===== src/rtl/cpu_pkg.sv =====
// Shared constants and types for the fetch stage.
// Address map: reset PC, exception vector and the legal instruction window.
package cpu_pkg;

    localparam logic [31:0] RESET_PC   = 32'h0000_3000;
    localparam logic [31:0] EXC_VECTOR = 32'h0000_4180;
    localparam logic [31:0] IM_LO      = 32'h0000_3000;
    localparam logic [31:0] IM_HI      = 32'h0000_6FFC;

    localparam logic [4:0]  EXC_NONE   = 5'd0;
    localparam logic [4:0]  EXC_ADEL   = 5'd4;

    // Fetch controller states.
    typedef enum logic [1:0] {
        IDLE = 2'd0,
        REQ  = 2'd1,
        DROP = 2'd2,
        HOLD = 2'd3
    } fetch_state_e;

endpackage


===== src/rtl/fetch_unit_if.sv =====
// Instruction-memory request/acknowledge bus between fetch and the I-memory.
interface fetch_unit_if;

    logic        im_req;
    logic [31:0] im_addr;
    logic        im_ack;
    logic [31:0] im_rdata;

    modport master (output im_req, im_addr, input  im_ack, im_rdata);
    modport slave  (input  im_req, im_addr, output im_ack, im_rdata);

endinterface


===== src/rtl/npc_sel.sv =====
// Next-PC priority mux: exception vector, then ERET, then branch, then pc+4.
module npc_sel
    import cpu_pkg::*;
(
    input  logic [31:0] pc_i,
    input  logic        exc_req_i,
    input  logic        eret_i,
    input  logic [31:0] epc_i,
    input  logic        br_taken_i,
    input  logic [31:0] br_target_i,
    output logic [31:0] npc_o,
    output logic        redirect_o
);

    // Priority select of the next fetch address.
    always_comb begin
        // NOTE: defaults first so every path assigns every output and no latch is inferred.
        npc_o      = pc_i + 32'd4;
        redirect_o = 1'b1;
        if (exc_req_i) begin
            npc_o = EXC_VECTOR;
        end else if (eret_i) begin
            npc_o = epc_i;
        end else if (br_taken_i) begin
            npc_o = br_target_i;
        end else begin
            redirect_o = 1'b0;
        end
    end

endmodule


===== src/rtl/fetch_unit.sv =====
// Instruction fetch stage: PC register, I-memory handshake FSM and the
// fetched bundle (pc, instruction, exception code, delay-slot flag).
// Build option FETCH_ADEL_CHECK_EN: misaligned or out-of-window PCs are not
// fetched; the slot is completed at once with an AdEL exception code.
module fetch_unit
    import cpu_pkg::*;
(
    input  logic                clk,
    input  logic                reset,
    input  logic                lock,
    input  logic                I_br_taken,
    input  logic [31:0]         I_br_target,
    input  logic                I_jump,
    input  logic                I_exc_req,
    input  logic                I_eret,
    input  logic [31:0]         I_epc,
    fetch_unit_if.master        im,
    output logic [31:0]         O_pc,
    output logic [31:0]         O_ins,
    output logic [4:0]          O_ex,
    output logic                O_bd,
    output logic                O_fstall
);

    fetch_state_e state_q;
    logic [31:0]  pc_q;
    logic [31:0]  pc_d;
    logic [31:0]  opc_q;
    logic [31:0]  ins_q;
    logic [4:0]   ex_q;
    logic         bd_q;
    logic         redirect;
    logic         adel;
    logic         slot_done;

    npc_sel u_npc_sel (
        .pc_i        (pc_q),
        .exc_req_i   (I_exc_req),
        .eret_i      (I_eret),
        .epc_i       (I_epc),
        .br_taken_i  (I_br_taken),
        .br_target_i (I_br_target),
        .npc_o       (pc_d),
        .redirect_o  (redirect)
    );

`ifdef FETCH_ADEL_CHECK_EN
    assign adel = (pc_q[1:0] != 2'b00) || (pc_q < IM_LO) || (pc_q > IM_HI);
`else
    assign adel = 1'b0;
`endif

    // A slot completes in REQ either on a memory ack or on an address error.
    assign slot_done   = (state_q == REQ) && (im.im_ack || adel);

    assign im.im_req   = (state_q == REQ) && !adel;
    assign im.im_addr  = pc_q;
    assign O_pc        = opc_q;
    assign O_ins       = ins_q;
    assign O_ex        = ex_q;
    assign O_bd        = bd_q;
    assign O_fstall    = (state_q == IDLE) || (state_q == DROP) ||
                         ((state_q == REQ) && !slot_done);

    // Fetch FSM together with the PC and fetched-bundle registers.
    always_ff @(posedge clk or negedge reset) begin
        if (!reset) begin
            state_q <= IDLE;
            pc_q    <= RESET_PC;
            opc_q   <= RESET_PC;
            ins_q   <= '0;
            ex_q    <= EXC_NONE;
            bd_q    <= 1'b0;
        end else begin
            // NOTE: non-blocking assignments so every register samples pre-edge values.
            unique case (state_q)
                IDLE: state_q <= REQ;

                REQ: begin
                    if (I_exc_req) begin
                        // Flush: anything fetched this edge is discarded; an
                        // unanswered request leaves a stale ack to drop.
                        pc_q    <= pc_d;
                        ins_q   <= '0;
                        ex_q    <= EXC_NONE;
                        bd_q    <= 1'b0;
                        state_q <= slot_done ? REQ : DROP;
                    end else if (slot_done) begin
                        pc_q    <= pc_d;
                        opc_q   <= pc_q;
                        ins_q   <= adel ? 32'd0 : im.im_rdata;
                        ex_q    <= adel ? EXC_ADEL : EXC_NONE;
                        bd_q    <= I_jump;
                        state_q <= lock ? HOLD : REQ;
                    end else if (redirect) begin
                        pc_q    <= pc_d;
                        state_q <= DROP;
                    end
                end

                DROP: begin
                    if (I_exc_req) begin
                        pc_q  <= pc_d;
                        ins_q <= '0;
                        ex_q  <= EXC_NONE;
                        bd_q  <= 1'b0;
                    end
                    if (im.im_ack) begin
                        state_q <= REQ;
                    end
                end

                HOLD: begin
                    if (I_exc_req) begin
                        pc_q    <= pc_d;
                        ins_q   <= '0;
                        ex_q    <= EXC_NONE;
                        bd_q    <= 1'b0;
                        state_q <= REQ;
                    end else if (!lock) begin
                        state_q <= REQ;
                    end
                end
            endcase
        end
    end

endmodule


===== src/flat_wrapper.sv =====
// flat-port wrapper written by rule: the top's interface ports become plain ports
module fetch_unit_flat import cpu_pkg::*;
  (clk, reset, lock, I_br_taken, I_br_target, I_jump, I_exc_req, I_eret, I_epc, O_pc, O_ins, O_ex, O_bd, O_fstall, im_im_req, im_im_addr, im_im_ack, im_im_rdata);
  fetch_unit_if im_i ();
  input  logic clk;
  input  logic reset;
  input  logic lock;
  input  logic I_br_taken;
  input  logic [31:0] I_br_target;
  input  logic I_jump;
  input  logic I_exc_req;
  input  logic I_eret;
  input  logic [31:0] I_epc;
  output logic [31:0] O_pc;
  output logic [31:0] O_ins;
  output logic [4:0] O_ex;
  output logic O_bd;
  output logic O_fstall;
  output wire logic [$bits(im_i.im_req)-1:0] im_im_req;
  output wire logic [$bits(im_i.im_addr)-1:0] im_im_addr;
  input wire logic [$bits(im_i.im_ack)-1:0] im_im_ack;
  input wire logic [$bits(im_i.im_rdata)-1:0] im_im_rdata;
  assign im_im_req = im_i.im_req;
  assign im_im_addr = im_i.im_addr;
  assign im_i.im_ack = im_im_ack;
  assign im_i.im_rdata = im_im_rdata;
  fetch_unit u_core (.clk(clk), .reset(reset), .lock(lock), .I_br_taken(I_br_taken), .I_br_target(I_br_target), .I_jump(I_jump), .I_exc_req(I_exc_req), .I_eret(I_eret), .I_epc(I_epc), .im(im_i), .O_pc(O_pc), .O_ins(O_ins), .O_ex(O_ex), .O_bd(O_bd), .O_fstall(O_fstall));
endmodule

===== config.mk =====
export PLATFORM = sky130hd
export DESIGN_NAME = fetch_unit_flat
export DESIGN_NICKNAME = d
export VERILOG_FILES = /design/src/rtl/cpu_pkg.sv /design/src/rtl/fetch_unit_if.sv /design/src/rtl/npc_sel.sv /design/src/rtl/fetch_unit.sv /design/src/flat_wrapper.sv
export SDC_FILE = /design/constraint.sdc
export NUM_CORES = 1
export LEC_CHECK = 0
export CELL_PAD_IN_SITES_DETAIL_PLACEMENT = 1
export CELL_PAD_IN_SITES_GLOBAL_PLACEMENT = 1
export CORE_UTILIZATION = 32
export CTS_CLUSTER_DIAMETER = 50
export DETAILED_ROUTE_END_ITERATION = 8
export GPL_TIMING_DRIVEN = 0
export PLACE_DENSITY = 0.89
export RECOVER_POWER = 100
export SETUP_SLACK_MARGIN = 0.02
export SLEW_MARGIN = 15
export SYNTH_ARGS = -nofsm -noshare
export SYNTH_HDL_FRONTEND = slang
export SYNTH_SLANG_ARGS = --single-unit

===== constraint.sdc =====
create_clock -name clk -period 2.4 [get_ports clk]
set_input_delay 0.72 -clock clk [delete_from_list [all_inputs] [get_ports clk]]
set_output_delay 0.72 -clock clk [all_outputs]
set_load 0.05 [all_outputs]

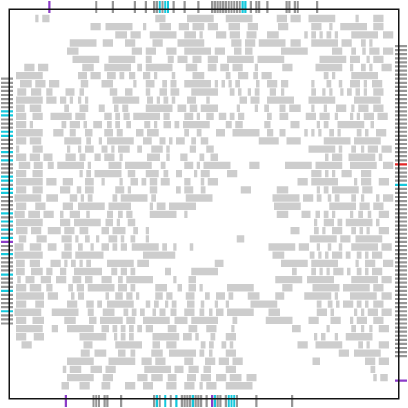
*I/O pins on the die edge, run 1*
Drawn at 3 px/um. Pins as bars across the die edge, other pins in gray.
[cyan] `I_epc` | pins: 32 | direction: input | edge: 18 left, 8 bottom, 5 top, 1 right
[red] `O_bd` | pins: 1 | direction: output | edge: right
[purple] `O_ex` | pins: 5 | direction: output | edge: 2 bottom, 1 left, 1 right, 1 top
horizontal die dimension: 129 um
Die Span Y: 129 um
number of buffers inserted by port buffering: 202

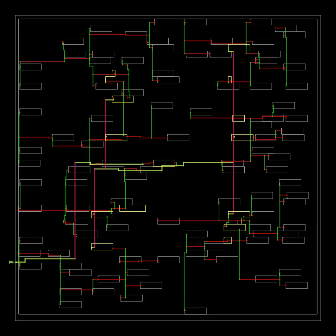
*The clock network, run 1*
Clock buffer cells: 12
clock latency at the later pin of the worst-skew pair: 350 ps
FF+latch count: 99
clock sink total: 99
reported clock group power: 1500 uW

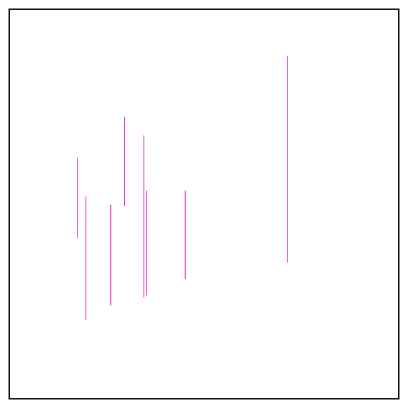
*M4 wires, run 1*
Drawn at 3 px/um.
wire length on this layer: 316 um
share of all routed wire: 1.6%
main direction: vertical
DRT Wirelength: 19.5 mm
Vias: 5,185

==> summary.txt, run 1 <==
The full implementation flow was run.

The flow ran to the end, and the final reports show no timing, DRC or antenna violations. The buffering overhead stands at 28.4%. The worst setup path is launched from an input port.

Detailed placement ended at an HPWL of 14.7 mm. The depth of the worst register-to-register path stands at 6. The switching share of power stands at 47.2%. In this design, the critical path's most frequently occurring cell is sky130_fd_sc_hd__clkbuf_2.

The layout net count stands at 863. The first detailed-routing pass ran for 5 iterations. Across all hold checks on the routed design, the worst slack comes to 474 ps. The top cell type in the final layout, fill and taps aside, is sky130_fd_sc_hd__clkdlybuf4s50_1. The number of stages on the worst hold path stands at 2. Per the synthesis report, the number of distinct cell types is 65. The layout overhead on the synthesized area stands at 50.1%. Per the final layout report, the fraction of cells sized above drive strength 1 comes to 14.5%. In the synthesized netlist the dominant register cell turns out to be sky130_fd_sc_hd__dfrtp_1. The final global-route overflow total stands at 0. 208 I/O pins were placed. According to the hold report, the worst path is of the flop to flop type. The floorplan-stage core utilization stands at 32.8%. The data arrival time at the worst-slack endpoint stands at 2630 ps. Across all checked pins, the minimum headroom to the slew limit is 28.5%.

The final-layout clock-cell area share stands at 3.82%. The initial antenna violation count is 1. Synthesis produced 540 cells. By area, the class that comes first in the final layout consists of combinational gates. The DRC violation count after routing stands at 0. Per the post-route antenna check, the number of violating nets is 0. The number of global-route vias before repair came to 5,443. Tracing the worst setup path back leads to its startpoint at I_eret. The wire length of the first global-routing pass stands at 29.7 mm. The number of violations reported at the end of detailed-routing iteration 0 stands at 265.

The setup path with the least slack is of type input port to flop. The flow inserted 216 tap cells. The die footprint stands at 16,700 sq um.

The power report puts the net switching power at 3810 uW. The register bit count reported by yosys stands at 99. The register area stands at 2480 sq um.

The netlist area before placement stands at 5190 sq um. The total number of warnings across the stage logs stands at 27. The count of yosys warnings during synthesis stands at 0. TritonCTS built the clock tree. Per the synthesis report, the single largest cell type by area occupies 45.8% of cell area. The transition time at the pin with the least slew margin stands at 1070 ps. The maximum VDD drop stands at 0.508 mV.

In this run the register-to-register setup slack is 280 ps. The power density over the cells stands at 1040 nW/um^2. The share of total power in the clock network stands at 18.5%. The area of combinational cells with multiple inputs stands at 2480 sq um. Hold analysis lists the worst path endpoint as u_core.O_ins[11]$_DFFE_PN0P_. Total global-route track usage over all layers is 23.6%. The final standard cell count with taps included and fillers excluded stands at 980. The script extracted a total leakage power of 0.00343 uW. The combinational share of power stands at 49.9%. Of the total standard cell area in the layout, the multi-input combinational portion is 31.9%.

The worst register-to-register path ends at u_core.im.im_addr[27]$_DFFE_PN0P_. The power share of the sequential group stands at 31.6%. The number of buffers and inverters on the critical path stands at 3. In the CTS report, the clock slew at the register clock pins of the worst setup and hold paths is listed as 70 ps.

Setup repair after global routing could not meet its margin everywhere. The library cells used most frequently in the layout, excluding fill and tap cells, are sky130_fd_sc_hd__clkdlybuf4s50_1, sky130_fd_sc_hd__dfrtp_1, sky130_fd_sc_hd__nand2_1. The kind of cell with the highest combined delay along the critical path is buffers and inverters. In the final layout, the fill cell count is 1,782. In this run the critical path is formed by clkdlybuf4s50_1, or3_1, clkbuf_2, a21oi_4, clkbuf_2, o21ai_0, o31ai_1.

The cell count after placement stands at 963. Looking at area per cell type in the netlist, the leader is sky130_fd_sc_hd__dfrtp_1. The standard cell core area stands at 15,800 sq um. Per the CTS log, the root buffer master is sky130_fd_sc_hd__clkbuf_16. The final worst slack stands at 16.6 ps. The largest incremental delay on the critical path stands at 440 ps.

The main area contributors are sky130_fd_sc_hd__dfrtp_1, sky130_fd_sc_hd__mux2_2, sky130_fd_sc_hd__nand2_1. The number of buffers added by the clock tree synthesis step stands at 9. Yosys mapped a number of flops with a built-in enable equal to 0. The flow reports an fmax of 0.420 GHz. Sequential elements use 47.9% of the synthesized area. Counting buffers and inverters, the worst setup path is 7 cells deep. Counting pins that exceed their max-slew limit in the final report gives 0. The Yosys chip area stands at 5190 sq um. The proportion of synthesized flip-flops having asynchronous set or reset stands at 100%.
run 1: per-layer routing:
metal,vias to the layer above,GRT usage [%],wire [um]
met1,2559,28.6,7900
met3,21,5.82,1530
met4,0,8.65,316
met5,-,0,0
li1,2383,-,-
met2,222,40.7,9720
run 1: state kept, by name (all words and copies together) (netlist names):
name               cells
u_core.O_bd            1
u_core.O_ins          32
u_core.O_pc           32
u_core.im.im_addr     32
u_core.state_q         2
run 1: stage by stage:
step	setup TNS (ps)	cell area, sq um	total power (uW)	util (%)
after floorplan	0	5200	5210	-
after global placement	-377030	7490	6750	47.4
after detailed placement	-40910	7520	6850	47.5
after CTS	0	7810	8320	49.4
after global routing	-4540	7790	8460	49.2
final	0	7790	8090	49.2
run 1: cells by family after synthesis:
group | Yosys count | share of synthesized area [%]
mux | 36 | 7.72
other cells | 1 | 0.0723
compound gates | 166 | 20.9
fa+ha+maj | 1 | 0.241
xor+xnor | 3 | 0.507
flops | 99 | 47.9
simple gates | 180 | 17.6
buf+inv | 54 | 5.11
run 1: repair_timing:
action | in CTS | in global routing
pin swaps | 1 | 1
hold endpoints to repair | 0 | 0
setup buffers | 1 | 1
resized | 43 | 26
hold buffers | 0 | 0
endpoints found under the setup margin | 81 | 79
run 1: cells in the mapped netlist (3+ instances only):
master / instances
sky130_fd_sc_hd__dfrtp_1: 95
sky130_fd_sc_hd__nand2_1: 88
sky130_fd_sc_hd__o21ai_0: 64
sky130_fd_sc_hd__nor2_1: 33
sky130_fd_sc_hd__mux2_2: 32
sky130_fd_sc_hd__a21oi_1: 19
sky130_fd_sc_hd__clkbuf_1: 18
sky130_fd_sc_hd__buf_2: 14
sky130_fd_sc_hd__o22ai_1: 13
sky130_fd_sc_hd__inv_1: 11
sky130_fd_sc_hd__a22o_1: 10
sky130_fd_sc_hd__o31ai_1: 9
sky130_fd_sc_hd__a21o_1: 8
sky130_fd_sc_hd__buf_4: 8
sky130_fd_sc_hd__nand3_1: 8
sky130_fd_sc_hd__nand4_1: 8
sky130_fd_sc_hd__a22oi_1: 6
sky130_fd_sc_hd__nor2b_1: 5
sky130_fd_sc_hd__o21a_1: 5
sky130_fd_sc_hd__a31oi_1: 4
sky130_fd_sc_hd__dfstp_2: 4
sky130_fd_sc_hd__mux2i_1: 4
sky130_fd_sc_hd__nand2b_1: 4
sky130_fd_sc_hd__nor4_2: 4
sky130_fd_sc_hd__o211ai_1: 4
sky130_fd_sc_hd__o221ai_1: 4
sky130_fd_sc_hd__o2bb2ai_1: 4
sky130_fd_sc_hd__and4_1: 3
sky130_fd_sc_hd__o2111ai_1: 3
sky130_fd_sc_hd__or3_1: 3
run 1: power by group through the flow:
stage | Sequential, uW | Combinational [uW] | Clock [uW]
after floorplan | 4220 | 992 | 0
after global placement | 2580 | 4160 | 0
after detailed placement | 2610 | 4230 | 0
after CTS | 2580 | 4190 | 1540
after global routing | 2630 | 4240 | 1590
final | 2560 | 4030 | 1500
run 1: tightest hold or removal path: stages (launching register included):
cell	delay [ps]
sky130_fd_sc_hd__dfrtp_1	340
sky130_fd_sc_hd__nand2_1	40
sky130_fd_sc_hd__o21ai_0	60
## Run 2: what changed since run 1
CORE_UTILIZATION = 33   (was 32)
CTS_BUF_LIST = sky130_fd_sc_hd__clkbuf_8   (was default)
CTS_CLUSTER_DIAMETER = 80   (was 50)
PLACE_DENSITY = 0.92   (was 0.89)
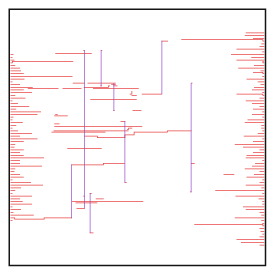
*Wiring by layer, run 2*
Drawn at 2 px/um. Two of the layers only.
[purple] metal 4 | wire length: 268 um
[red] metal 3 | wire length: 1,350 um
Tot GR Track Use: 24.4%
DRT Wirelength: 19.7 mm
Vias: 5,202

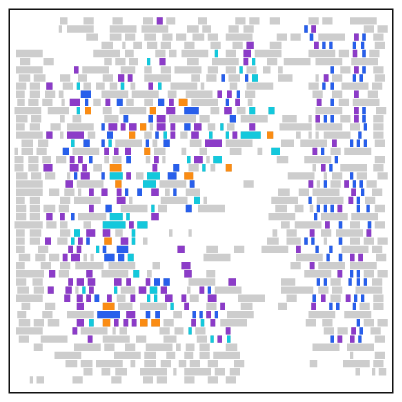
*Gate families picked out, run 2*
Drawn at 3 px/um.
[cyan] nor cells | cells: 49 | most used: nor2_1
[purple] aoi and oai cells | cells: 139 | most used: o21ai_0 | where: all over the die
[blue] nand cells | cells: 115 | most used: nand2_1
[orange] and/or cells | cells: 16
fraction of area in multi-input gates: 32.3%
Final Instance Count excl. Fillers: 973

==> summary.txt, run 2 <==
The full implementation flow was run.

Setup repair after global routing could not meet its margin everywhere. The headroom to the max-slew limit stands at 36.1% (+7.6 points). The depth of the worst register-to-register path stands at 6 (unchanged).

The number of global-route vias before repair was 5,454 (+0.20%). The gate count after technology mapping came to 540 (unchanged). The number of violations reported at the end of detailed-routing iteration 0 stands at 235 (-11%). By instance count after routing, the leading logic cell types are sky130_fd_sc_hd__clkdlybuf4s50_1, sky130_fd_sc_hd__dfrtp_1, sky130_fd_sc_hd__nand2_1. The number of buffers and inverters on the critical path stands at 3 (unchanged).

The iteration tally of the first detailed-router pass is 4 (-1). The clock insertion delay at the later pin of the skew report is 390 ps (+40 ps). The Yosys chip area stands at 5190 sq um (unchanged). The number of buffers added by the clock tree synthesis step stands at 9 (unchanged). The logic depth of the worst path, buffers included stands at 8 (+1). The standard cell core area stands at 15,300 sq um (-3.6%). The die width stands at 127 um (-1.5%). The maximum clock rate stands at 0.422 GHz (+0.57%). The final global-route overflow total stands at 0 (unchanged).

Looking at the setup timing report, the critical path kind is input port to flop. The maximum VDD drop was 0.542 mV (+6.6%). The total number of warnings across the stage logs is 27 (unchanged). The worst hold-check slack came to 460 ps (-14.5 ps). The number of buffers added to fix hold violations after cts came to 0 (unchanged). The number of nets with antenna violations after routing came to 0 (unchanged). The total power consumption of the routed design stands at 7930 uW (-2.0%). The cell count after placement is 958 (-0.52%).

The cell leakage power stands at 0.00330 uW (-3.8%). In the synthesized netlist, the cells that appear most often are sky130_fd_sc_hd__dfrtp_1, sky130_fd_sc_hd__nand2_1, sky130_fd_sc_hd__o21ai_0. TritonCTS built the clock tree. The sum of negative setup slack was 0 ps (unchanged). The die extent in y was 127 um (-1.5%). The I/O pin count is 208 (unchanged). The report lists the cells along the critical path as clkdlybuf4s50_1, buf_4, nor3b_4, and2_1, buf_6, o221ai_1, o21ai_0, o2bb2ai_1.

The maximum buffer depth of the clock tree stands at 2. The worst setup path is launched from an input port. The register bit count reported by yosys was 99 (unchanged). The sum of net half-perimeters after detailed placement stands at 14.8 mm (+0.39%).

The proportion of synthesized flip-flops having asynchronous set or reset is 100% (unchanged). The wire length of the first global-routing pass stands at 30.0 mm (+1.1%). The post-layout utilization of the core was 50.4% (+1.2 points). The share of post-route cells with drive strength above 1 came to 14.2% (-0.37 points). The sequential fraction of the synthesis area is 47.9% (unchanged). Per the synth stats, the flop cell with the highest instance count is sky130_fd_sc_hd__dfrtp_1. The biggest area contributor in the post-synthesis netlist is sky130_fd_sc_hd__dfrtp_1. The most common logic cell in the final layout is sky130_fd_sc_hd__clkdlybuf4s50_1. The run finished with clean final reports. The layout net count came to 862 (-0.12%).

The layout overhead on the synthesized area stands at 48.2%. The synthesis report lists the most area-consuming cells as sky130_fd_sc_hd__dfrtp_1, sky130_fd_sc_hd__mux2_2, sky130_fd_sc_hd__nand2_1. The number of sinks driven by the clock tree is 99 (unchanged). The initial antenna violation count was 0 (-1). The die footprint came to 16,200 sq um (-3.0%). The count of cell types in the netlist stands at 65 (unchanged). The number of pins with negative max-slew slack in the final report stands at 0 (unchanged). The share of the synthesized area in the top cell type was 45.8% (unchanged). The floorplan-stage core utilization stands at 34.0% (+1.2 points).
## run 2: logic make-up (layout without fill, tap and decap cells)
kind of cell / count (synthesis) / count (layout) / synth area share (%)
fa+ha+maj: 1 / 1 / 0.241
simple gates: 180 / 180 / 17.6
compound gates: 166 / 166 / 20.9
flops: 99 / 99 / 47.9
xor+xnor: 3 / 3 / 0.507
buf+inv: 54 / 272 / 5.11
other cells: 1 / 5 / 0.0723
mux: 36 / 36 / 7.72
## run 2: per-layer routing
metal | part of all wire [%] | GRT usage (%) | vias to the layer above
met5 | 0 | 0 | -
met4 | 1.4 | 7.42 | 0
met3 | 6.9 | 4.73 | 21
met2 | 50 | 44.0 | 208
met1 | 41 | 29.2 | 2597
li1 | - | - | 2376
## run 2: worst max-delay path by stage
| stage | slack, ps | end | start |
|---|---|---|---|
| floorplan | 260 | O_fstall | im_im_ack |
| global placement | -3470 | u_core.O_pc[20]$_DFFE_PN0P_ | reset |
| detailed placement | -660 | u_core.im.im_addr[26]$_DFFE_PN0P_ | I_eret |
| CTS | 20 | O_fstall | im_im_ack |
| global route | -20 | u_core.im.im_addr[7]$_DFFE_PN0P_ | I_eret |
| finish | 30 | u_core.im.im_addr[26]$_DFFE_PN0P_ | I_exc_req |
## run 2: report_power, final
group          internal, uW  leakage (uW)  total (uW)  switching [uW]
Sequential             2160       0.00128        2580             425
Combinational          1360       0.00191        4130            2770
Clock                   578      0.000112        1210             632
Total                  4100       0.00330        7930            3830
## run 2: cell type report
cell class | instances | area, sq um
clock buffer | 9 | 124
sequential | 99 | 2480
tap | 211 | 264
multi-input combinational | 391 | 2480
buffer | 41 | 226
clock inverter | 7 | 85.1
timing repair buffer | 204 | 1980
fill | 1754 | 7570
inverter | 11 | 41.3
## run 2: repair_timing
action | in CTS | in global routing
endpoints found under the setup margin | 81 | 47
buffers inserted | 0 | 1
gates resized | 49 | 17
pin swaps | 0 | 1
## run 2: per-stage QoR
stage	cell area (sq um)	worst slack [ps]
floorplan	5200	257
CTS	7700	22.1
detailed placement	7520	-658
finish	7690	30.1
global route	7690	-17.4
global placement	7490	-3470
## Run 3: what changed since run 2
CORE_ASPECT_RATIO = 1.75   (was default)
CORE_UTILIZATION = 35   (was 33)
PLACE_DENSITY = 0.93   (was 0.92)
SYNTH_HIERARCHICAL = 1   (was default)
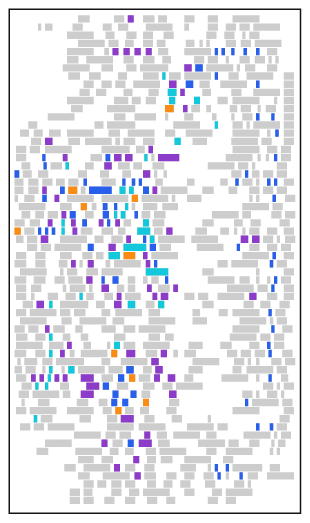
*Gate families picked out, run 3*
Drawn at 3 px/um.
[cyan] nor cells | cells: 34 | most used: nor2_1
[blue] nand cells | cells: 72 | most used: nand2_1 | where: all over the die
[orange] and/or cells | cells: 10 | most used: and3_1
[purple] aoi and oai cells | cells: 70 | most used: a21oi_1
Final Instance Count excl. Fillers: 919
fraction of area in multi-input gates: 32.0%
Commonest Layout Cell: sky130_fd_sc_hd__clkdlybuf4s50_1

==> summary.txt, run 3 <==
The full implementation flow was run.

The I/O pin count came to 208 (unchanged). The proportion of synthesized flip-flops having asynchronous set or reset came to 100% (unchanged). The sum of net half-perimeters after detailed placement stands at 14.6 mm (-1.3%).

The wire length of the first global-routing pass came to 29.0 mm (-3.2%). The total number of warnings across the stage logs stands at 26 (-3.7%). The gate count after technology mapping stands at 496 (-8.1%). The flow ran to the end, and the final reports show no timing, DRC or antenna violations. The number of global-route vias before repair stands at 5,390 (-1.2%). The clock insertion delay at the later pin of the skew report was 370 ps (-20 ps). TritonCTS built the clock tree.

The most common logic cells in the final layout are sky130_fd_sc_hd__clkdlybuf4s50_1, sky130_fd_sc_hd__dfrtp_1, sky130_fd_sc_hd__nand2_1. The initial antenna violation count was 0 (unchanged). The die footprint stands at 16,200 sq um (-0.26%).

The placed instance area is 7790 sq um (+3.6%). The total wire length after detailed routing was 19.0 mm (-3.7%). The via count was 4,804 (-7.7%).

The worst setup path is launched from an input port. The standard cell core area is 15,300 sq um (+0.37%). The cell type that accounts for the most area after synthesis is sky130_fd_sc_hd__dfrtp_1. The total non-filler cell area in the finished layout stands at 7950 sq um (+3.4%).

The floorplan-stage core utilization was 35.8% (+1.8 points). The cell leakage power stands at 0.00357 uW (+8.0%). The tally of filler cells in the layout was 1,699 (-3.1%). The final global-route overflow total is 0 (unchanged).

In this run the layout overhead on the synthesized area is reported as 45.0%. The total length of routed met2 wires came to 10.7 mm (+7.9%). The Yosys chip area stands at 5480 sq um (+5.6%).

Looking at the cell usage after synthesis, the top flip-flop cell is sky130_fd_sc_hd__dfrtp_1. The number of nets with antenna violations after routing stands at 0 (unchanged). The maximum buffer depth of the clock tree was 2 (unchanged). The number of buffers added by the clock tree synthesis step stands at 9 (unchanged). The depth of the worst register-to-register path stands at 7 (+1). The register bit count reported by yosys stands at 99 (unchanged). The headroom to the max-slew limit was 1.75% (-34 points). Setup repair after global routing left no endpoint under its margin.
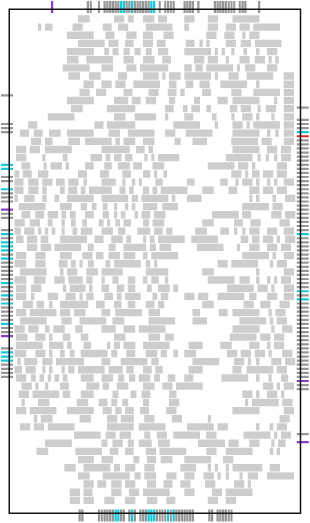
*I/O pins on the die edge, run 3*
Drawn at 3 px/um. Pins as bars across the die edge, other pins in gray.
[red] `O_bd` | pins: 1 | direction: output | edge: right
[purple] `O_ex` | pins: 5 | direction: output | edge: 2 right, 2 left, 1 top
[cyan] `I_epc` | pins: 32 | direction: input | edge: 15 left, 8 bottom, 5 top, 4 right
all pins by edge: 70 right, 50 left, 45 top, 43 bottom
Die Span Y: 168 um
horizontal die dimension: 96.6 um

## run 3: cell count changes in the layout (fill, tap and decap cells not counted), moves of 9 or more
| cell | delta |
|---|---|
| sky130_fd_sc_hd__a22o_1 | -9 |
| sky130_fd_sc_hd__buf_4 | +9 |
| sky130_fd_sc_hd__inv_1 | +26 |
| sky130_fd_sc_hd__mux2_1 | +29 |
| sky130_fd_sc_hd__mux2i_1 | +37 |
| sky130_fd_sc_hd__nand2_1 | -38 |
| sky130_fd_sc_hd__nor2_1 | -14 |
| sky130_fd_sc_hd__o21ai_0 | -55 |
| sky130_fd_sc_hd__xor2_1 | +11 |
## run 3: layout make-up
type                    instances  area, sq um  share of cell area (%)
repair buffers                217         2100                    26.4
flip-flops and latches         99         2480                    31.3
well taps                     186          233                    2.93
inverters                      38          143                    1.79
clock inverters                 6         41.3                   0.520
plain buffers                  35          267                    3.35
multi-input cells             328         2550                    32.0
clock buffers                  10          138                    1.73
## run 3: layer usage
metal	up-vias	global-route usage [%]
li1	2189	-
met1	2391	24.8
met2	184	45.4
met3	40	3.81
met4	0	10.5
met5	-	0
## run 3: final timing paths
kind | slack [ps] | from | end
worst max-delay path | 70 | I_eret | u_core/im.im_addr[5]$_DFFE_PN0P_
worst min-delay path | 500 | u_core/O_pc[10]$_DFFE_PN0P_ | u_core/O_pc[10]$_DFFE_PN0P_
worst max register to register | 120 | u_core/im.im_addr[4]$_DFFE_PN0P_ | u_core/im.im_addr[25]$_DFFE_PN0P_
worst min register to register | 500 | u_core/O_pc[10]$_DFFE_PN0P_ | u_core/O_pc[10]$_DFFE_PN0P_
max in group asynchronous | 630 | reset | u_core/im.im_addr[13]$_DFFE_PN1P_
min in group asynchronous | 680 | reset | u_core/O_pc[26]$_DFFE_PN0P_
## run 3: cell families after synthesis
kind of cell               Yosys count  synth area share (%)
xor gates and xnor gates            22                  3.52
DFF                                 99                  45.3
muxes                              105                  22.6
AOI/OAI and AO/OA                   79                  9.98
other                                1                0.0684
and+or+nand+nor                    116                  11.2
adders and majority gates            1                 0.228
buffers and inverters               73                  7.12
## run 3: through the flow
stage | hold slack (ps) | util [%] | setup slack (ps) | power [uW]
after floorplan | 424 | - | 48.2 | 5930
after global placement | 474 | 50.7 | -3460 | 7550
after detailed placement | 490 | 50.9 | -959 | 7730
after CTS | 174 | 52.7 | 27.4 | 8780
after global routing | 521 | 51.9 | 15.7 | 8820
final | 497 | 51.9 | 70.6 | 8430
## run 3: where the power goes
group          internal, uW  switching [uW]
Combinational          1670            3000
Sequential             2220             520
Clock                   406             611
## run 3: timing repair
action	CTS	global route
gates resized	59	7
hold buffers	0	0
pin swaps	2	3
hold endpoints to repair	0	0
cloned	1	0
setup endpoints to repair	67	24
setup buffers	10	3
## run 3: critical path, cell delays in order
cell                              delay [ps]
sky130_fd_sc_hd__clkdlybuf4s50_1         440
sky130_fd_sc_hd__clkbuf_8                160
sky130_fd_sc_hd__nor2_4                   90
sky130_fd_sc_hd__nand2_1                  90
sky130_fd_sc_hd__o21ba_1                 210
sky130_fd_sc_hd__o22ai_4                 240
sky130_fd_sc_hd__buf_6                   160
sky130_fd_sc_hd__buf_8                   110
sky130_fd_sc_hd__mux2_2                  330
Power is estimated from default activity; no workload was simulated.
